**Nets reached from selected ports**

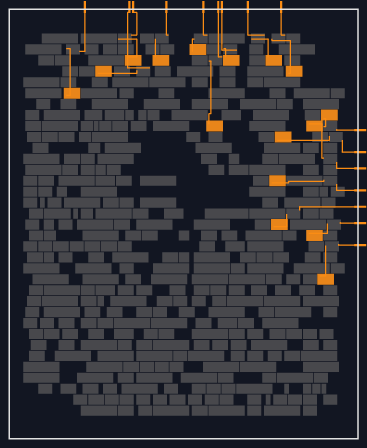
**Placed cells, one color a class**

Fill, decap, tap and diode cells in gray.
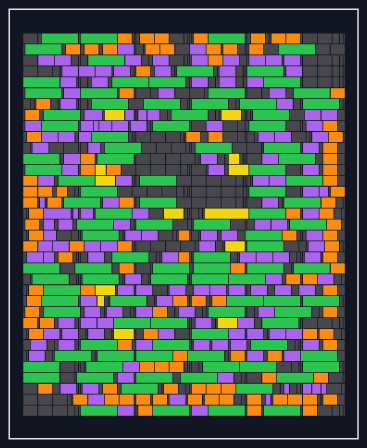
$ cat config.mk
export PLATFORM = sky130hd
export DESIGN_NAME = bc_dist_flat
export DESIGN_NICKNAME = d
export VERILOG_FILES = /design/src/rtl/bc_pkg.sv /design/src/rtl/bc_dist_if.sv /design/src/rtl/bc_wbuf.sv /design/src/rtl/bc_dist.sv /design/src/flat_wrapper.sv
export SDC_FILE = /design/constraint.sdc
export NUM_CORES = 1
export LEC_CHECK = 0
export ABC_AREA = 0
export ABC_CLOCK_PERIOD_IN_PS = 5800
export CORE_ASPECT_RATIO = 1.25
export CORE_MARGIN = 3
export CORE_UTILIZATION = 53
export DETAILED_ROUTE_END_ITERATION = 16
export GPL_ROUTABILITY_DRIVEN = 0
export HOLD_SLACK_MARGIN = 0.05
export PLACE_DENSITY = 0.95
export SLEW_MARGIN = 30
export SYNTH_ARGS = -nofsm -noshare
export SYNTH_HDL_FRONTEND = slang
export SYNTH_SLANG_ARGS = --single-unit
$ cat constraint.sdc
create_clock -name clk_dcd -period 5.8 [get_ports clk_dcd]
set_input_delay 1.16 -clock clk_dcd [delete_from_list [all_inputs] [get_ports clk_dcd]]
set_output_delay 1.16 -clock clk_dcd [all_outputs]
set_load 0.02 [all_outputs]
$ cat src/rtl/bc_pkg.sv
// Shared definitions for the bus distributor: destination select encodings
// and bus widths.
package bc_pkg;

  localparam int BC_DW = 16;
  localparam int BC_EW = 2 * BC_DW;

  typedef enum logic [1:0] {
    BC_DST_NONE = 2'b00,
    BC_DST_RF   = 2'b01,
    BC_DST_DM   = 2'b10,
    BC_DST_XB   = 2'b11
  } bc_dst_e;

endpackage

$ cat src/rtl/bc_dist_if.sv
// Bus-side signal bundle of bc_dist: sequencer strobe/select, bus data and the
// register-file, data-memory and xb handshakes.
interface bc_dist_if;
  import bc_pkg::*;

  logic             ps_bc_dst_en;
  logic [1:0]       ps_bc_do_sclt;
  logic [BC_DW-1:0] bc_dt;
  logic [BC_DW-1:0] dg_bc_adr;
  logic [BC_DW-1:0] bc_rf_dt;
  logic             bc_rf_we;
  logic             bc_dm_req;
  logic [BC_DW-1:0] bc_dm_dt;
  logic [BC_DW-1:0] bc_dm_adr;
  logic             dm_bc_ack;
  logic             bc_ps_stall;
  logic [BC_DW-1:0] bc_xb_dt;
  logic             bc_xb_vld;
  logic             xb_bc_rd;
  logic             bc_xb_ovr;
  logic             ps_bc_clr;

  // Environment side: sequencer, bus mux, data memory and xb consumer.
  modport master (
    output ps_bc_dst_en, ps_bc_do_sclt, bc_dt, dg_bc_adr,
    output dm_bc_ack, xb_bc_rd, ps_bc_clr,
    input  bc_rf_dt, bc_rf_we, bc_dm_req, bc_dm_dt, bc_dm_adr,
    input  bc_ps_stall, bc_xb_dt, bc_xb_vld, bc_xb_ovr
  );

  // Distributor side.
  modport slave (
    input  ps_bc_dst_en, ps_bc_do_sclt, bc_dt, dg_bc_adr,
    input  dm_bc_ack, xb_bc_rd, ps_bc_clr,
    output bc_rf_dt, bc_rf_we, bc_dm_req, bc_dm_dt, bc_dm_adr,
    output bc_ps_stall, bc_xb_dt, bc_xb_vld, bc_xb_ovr
  );

endinterface

$ cat src/rtl/bc_wbuf.sv
// Small synchronous FIFO with registered storage; push is ignored when full
// and pop is ignored when empty.
module bc_wbuf #(
  parameter int DEPTH = 2,
  parameter int W     = 32
) (
  input  logic         clk,
  input  logic         rst,
  input  logic         push_i,
  input  logic         pop_i,
  input  logic [W-1:0] din_i,
  output logic         full_o,
  output logic         empty_o,
  output logic [W-1:0] head_o
);

  localparam int AW = (DEPTH > 1) ? $clog2(DEPTH) : 1;
  localparam int CW = $clog2(DEPTH) + 1;

  logic [W-1:0]  mem_q [DEPTH];
  logic [AW-1:0] wr_q, rd_q;
  logic [CW-1:0] cnt_q, cnt_d;
  logic          push, pop;

  assign full_o  = (cnt_q == CW'(DEPTH));
  assign empty_o = (cnt_q == '0);
  assign head_o  = mem_q[rd_q];
  assign push    = push_i && !full_o;
  assign pop     = pop_i && !empty_o;

  always_comb begin
    cnt_d = cnt_q;
    case ({push, pop})
      2'b10:   cnt_d = cnt_q + CW'(1);
      2'b01:   cnt_d = cnt_q - CW'(1);
      default: cnt_d = cnt_q;
    endcase
  end

  // Power-of-two depth lets the pointers wrap by plain truncation.
  always_ff @(posedge clk or posedge rst) begin
    if (rst) begin
      wr_q  <= '0;
      rd_q  <= '0;
      cnt_q <= '0;
      for (int i = 0; i < DEPTH; i++) mem_q[i] <= '0;
    end else begin
      cnt_q <= cnt_d;
      if (push) begin
        mem_q[wr_q] <= din_i;
        wr_q        <= wr_q + AW'(1);
      end
      if (pop) rd_q <= rd_q + AW'(1);
    end
  end

endmodule

$ cat src/rtl/bc_dist.sv
// Write end of the bc_dt bus: routes each strobed bus value to the register
// file, the data-memory write buffer or the xb holding register.
module bc_dist
  import bc_pkg::*;
#(
  parameter int DM_DEPTH = 2
) (
  input  logic      clk_dcd,
  input  logic      rst,
  bc_dist_if.slave  bus
);

  bc_dst_e          sel;
  logic             rf_xfer, dm_xfer, xb_xfer;
  logic             dm_full, dm_empty;
  logic [BC_EW-1:0] dm_head;

  logic [BC_DW-1:0] rf_dt_q, rf_dt_d;
  logic             rf_we_q, rf_we_d;
  logic [BC_DW-1:0] xb_dt_q, xb_dt_d;
  logic             xb_vld_q, xb_vld_d;
  logic             xb_ovr_q, xb_ovr_d;

  assign sel     = bc_dst_e'(bus.ps_bc_do_sclt);
  assign rf_xfer = bus.ps_bc_dst_en && (sel == BC_DST_RF);
  assign dm_xfer = bus.ps_bc_dst_en && (sel == BC_DST_DM);
  assign xb_xfer = bus.ps_bc_dst_en && (sel == BC_DST_XB);

  // Stall uses the registered full flag only, so an ack cannot admit a push.
  assign bus.bc_ps_stall = dm_xfer && dm_full;

  bc_wbuf #(
    .DEPTH (DM_DEPTH),
    .W     (BC_EW)
  ) u_wbuf (
    .clk     (clk_dcd),
    .rst     (rst),
    .push_i  (dm_xfer),
    .pop_i   (bus.dm_bc_ack),
    .din_i   ({bus.dg_bc_adr, bus.bc_dt}),
    .full_o  (dm_full),
    .empty_o (dm_empty),
    .head_o  (dm_head)
  );

  assign bus.bc_dm_req = !dm_empty;
  assign bus.bc_dm_adr = dm_head[BC_EW-1:BC_DW];
  assign bus.bc_dm_dt  = dm_head[BC_DW-1:0];

  always_comb begin
    rf_we_d  = rf_xfer;
    rf_dt_d  = rf_xfer ? bus.bc_dt : rf_dt_q;
    xb_dt_d  = xb_dt_q;
    xb_vld_d = xb_vld_q;
    xb_ovr_d = xb_ovr_q;
    if (xb_xfer) begin
      xb_dt_d  = bus.bc_dt;
      xb_vld_d = 1'b1;
    end else if (bus.xb_bc_rd) begin
      xb_vld_d = 1'b0;
    end
    // An overwrite of unread data beats a simultaneous clear.
    if (xb_xfer && xb_vld_q && !bus.xb_bc_rd) xb_ovr_d = 1'b1;
    else if (bus.ps_bc_clr)                   xb_ovr_d = 1'b0;
  end

  always_ff @(posedge clk_dcd or posedge rst) begin
    if (rst) begin
      rf_dt_q  <= '0;
      rf_we_q  <= 1'b0;
      xb_dt_q  <= '0;
      xb_vld_q <= 1'b0;
      xb_ovr_q <= 1'b0;
    end else begin
      rf_dt_q  <= rf_dt_d;
      rf_we_q  <= rf_we_d;
      xb_dt_q  <= xb_dt_d;
      xb_vld_q <= xb_vld_d;
      xb_ovr_q <= xb_ovr_d;
    end
  end

  assign bus.bc_rf_dt  = rf_dt_q;
  assign bus.bc_rf_we  = rf_we_q;
  assign bus.bc_xb_dt  = xb_dt_q;
  assign bus.bc_xb_vld = xb_vld_q;
  assign bus.bc_xb_ovr = xb_ovr_q;

endmodule

$ cat src/flat_wrapper.sv
// flat-port wrapper written by rule: the top's interface ports become plain ports
module bc_dist_flat import bc_pkg::*;
#(
  parameter int DM_DEPTH = 2
)
  (clk_dcd, rst, bus_ps_bc_dst_en, bus_ps_bc_do_sclt, bus_bc_dt, bus_dg_bc_adr, bus_dm_bc_ack, bus_xb_bc_rd, bus_ps_bc_clr, bus_bc_rf_dt, bus_bc_rf_we, bus_bc_dm_req, bus_bc_dm_dt, bus_bc_dm_adr, bus_bc_ps_stall, bus_bc_xb_dt, bus_bc_xb_vld, bus_bc_xb_ovr);
  bc_dist_if bus_i ();
  input  logic clk_dcd;
  input  logic rst;
  input wire logic [$bits(bus_i.ps_bc_dst_en)-1:0] bus_ps_bc_dst_en;
  input wire logic [$bits(bus_i.ps_bc_do_sclt)-1:0] bus_ps_bc_do_sclt;
  input wire logic [$bits(bus_i.bc_dt)-1:0] bus_bc_dt;
  input wire logic [$bits(bus_i.dg_bc_adr)-1:0] bus_dg_bc_adr;
  input wire logic [$bits(bus_i.dm_bc_ack)-1:0] bus_dm_bc_ack;
  input wire logic [$bits(bus_i.xb_bc_rd)-1:0] bus_xb_bc_rd;
  input wire logic [$bits(bus_i.ps_bc_clr)-1:0] bus_ps_bc_clr;
  output wire logic [$bits(bus_i.bc_rf_dt)-1:0] bus_bc_rf_dt;
  output wire logic [$bits(bus_i.bc_rf_we)-1:0] bus_bc_rf_we;
  output wire logic [$bits(bus_i.bc_dm_req)-1:0] bus_bc_dm_req;
  output wire logic [$bits(bus_i.bc_dm_dt)-1:0] bus_bc_dm_dt;
  output wire logic [$bits(bus_i.bc_dm_adr)-1:0] bus_bc_dm_adr;
  output wire logic [$bits(bus_i.bc_ps_stall)-1:0] bus_bc_ps_stall;
  output wire logic [$bits(bus_i.bc_xb_dt)-1:0] bus_bc_xb_dt;
  output wire logic [$bits(bus_i.bc_xb_vld)-1:0] bus_bc_xb_vld;
  output wire logic [$bits(bus_i.bc_xb_ovr)-1:0] bus_bc_xb_ovr;
  assign bus_i.ps_bc_dst_en = bus_ps_bc_dst_en;
  assign bus_i.ps_bc_do_sclt = bus_ps_bc_do_sclt;
  assign bus_i.bc_dt = bus_bc_dt;
  assign bus_i.dg_bc_adr = bus_dg_bc_adr;
  assign bus_i.dm_bc_ack = bus_dm_bc_ack;
  assign bus_i.xb_bc_rd = bus_xb_bc_rd;
  assign bus_i.ps_bc_clr = bus_ps_bc_clr;
  assign bus_bc_rf_dt = bus_i.bc_rf_dt;
  assign bus_bc_rf_we = bus_i.bc_rf_we;
  assign bus_bc_dm_req = bus_i.bc_dm_req;
  assign bus_bc_dm_dt = bus_i.bc_dm_dt;
  assign bus_bc_dm_adr = bus_i.bc_dm_adr;
  assign bus_bc_ps_stall = bus_i.bc_ps_stall;
  assign bus_bc_xb_dt = bus_i.bc_xb_dt;
  assign bus_bc_xb_vld = bus_i.bc_xb_vld;
  assign bus_bc_xb_ovr = bus_i.bc_xb_ovr;
  bc_dist #(.DM_DEPTH(DM_DEPTH)) u_core (.clk_dcd(clk_dcd), .rst(rst), .bus(bus_i));
endmodule
==> results.txt <==
Implementation results.

The number of buffer and inverter instances along the worst setup path is 2. The pre-placement core utilization is between 50% and 60%. Subtracting the final worst setup slack from the clock period gives 3.75 ns. The end-of-flow timing check tallies setup violations at 0. The initial detailed-routing violation count is 72.

The number of warnings reported in the yosys synthesis log is 0. For the pin with the worst max-slew slack, the measured transition is between 0.9 and 1 ns. Across every metal layer, demand over resource in global routing totals between 20% and 30%. The final worst-path cycle share is 64.6%.

For met3 alone, demand over resource in global routing was approximately 4.6%. The pin count of the biggest net entering global routing is 70. The number of buffers outside the clock class in the layout is about 110. The worst hold margin is 0.505 ns. Detailed routing placed a total of a little over 500 um of wire on met3.

The core occupancy in the finished layout is between 70% and 80%. Dividing the detail-routed via count by the number of cells gives approximately 5.4. The slowest cell on the critical path is clkdlybuf4s50_1. The floorplan step defined a core boundary enclosing 7620 um2. The width of the die is around 86 um. The report gives the cell count of the worst hold path as 1. The power report shows net switching accounting for between 30% and 40% of the total. The clock insertion delay at the later pin of the skew report is about 0.35 ns.

For reference, the final report shows the max-slew violation count at 0. Counting the inverters off the clock network in the layout gives 3. Per the detail_route report, DRC violations left total 0.

In this run the power density over the cells is ~520 nW/um2. The final total negative setup slack is 0 ns. Of the total power, combinational logic draws between 40% and 50%.

Per the detail_route log, met2 wirelength is 4.55 mm. The number of cells on the worst reg-to-reg path is 3. The estimated wirelength of the detail-placed design is 5.93 mm. Power comes to between 2 and 3 mW.

The highest fanout seen on the critical path is 4. The die height is about 110 um. Per the detail_route report, routed wire per instance is 18.1 um. According to the finish report, the design has a final net count of 418. After clock tree synthesis, the repair step resized 0 gates.

The worst setup margin is slightly above 2 ns. The buffer cell driving the clock tree root is clkbuf_8. The flow ran to the end, and the final reports show no timing, DRC or antenna violations. For this design the total switching power over the nets is 0.966 mW. Per the run report, area growth between synthesis and finish was 31.0%. The clock skew after layout is around 0.01 ns. The synthesis report gives the async set-or-reset register share as 100%. The sequential fraction of design power is a little under 40%. The diode insertion count for antenna repair is 0.

The tool warning count is 26. The register with the most flip-flops in the final layout is u_core.u_wbuf.mem_q. The combinational power reported by the tool is around 1.4 mW. Tracing the worst setup path back leads to its startpoint at bus_ps_bc_do_sclt[0]. The critical path start-end classification is primary input to primary output.

The largest stage delay on the critical path is roughly 0.61 ns. For this run the top cell type by instance count after synthesis was mux2_2. The post-layout instance area is ~5600 um2.

Yosys mapped a number of flops with a built-in enable equal to 0. Prior to clock tree synthesis, the placed netlist has a worst setup slack of 2.05 ns. The top cell types in the final layout, fill and taps aside, are mux2_2 (126), clkdlybuf4s50_1 (108), dfrtp_1 (103), clkbuf_8 (9). The multi-input combinational cells in the finished layout cover a total of around 1600 um2. The cell area that synthesis handed to floorplanning was about 4300 um2.

In the power breakdown, the internal column shows approximately 2.0 mW. Across all register-to-register paths, the minimum setup slack is 3.75 ns. The clock network power is around 0.42 mW. The required time at the worst endpoint is listed as 4.64 ns. STA classifies the critical path startpoint as a primary input. Walking the worst path, the cells encountered are clkdlybuf4s50_1 -> nand3b_1 -> nor2_1 -> clkdlybuf4s50_1. The highest clock frequency the design can meet is 267 MHz. The cell family contributing the most delay on the critical path is buffers and inverters. In this run the number of H-tree levels came out at 3. The first global-routing pass estimated between 10 and 15 mm of wire. The maximum ir drop on the vdd rail is around 0.00035 V.
Back to the opening pictures, 'nets reached from selected ports':
legend:
  orange:
    port: bus_bc_dm_adr
    direction: output
    end_cells: 16
    buffers: 16
    wire: 292 um
number of placed I/O pins: 109
count of input and output buffers: 108

Back to the opening pictures, 'placed cells, one color a class':
legend:
  orange:
    class: other buffers and delay cells
    cells: 111
    share_of_their_area: 20%
  yellow:
    class: clock drivers and dummy loads
    cells: 13
    share_of_their_area: 3.2%
  purple:
    class: all other logic
    cells: 152
    share_of_their_area: 30%
  green:
    class: flip-flops
    cells: 103
    share_of_their_area: 47%
number of placement rows: 35
proportion of cell area occupied by registers: 46.1%

Power figures rest on the tool's default switching activity, not on a simulated workload.
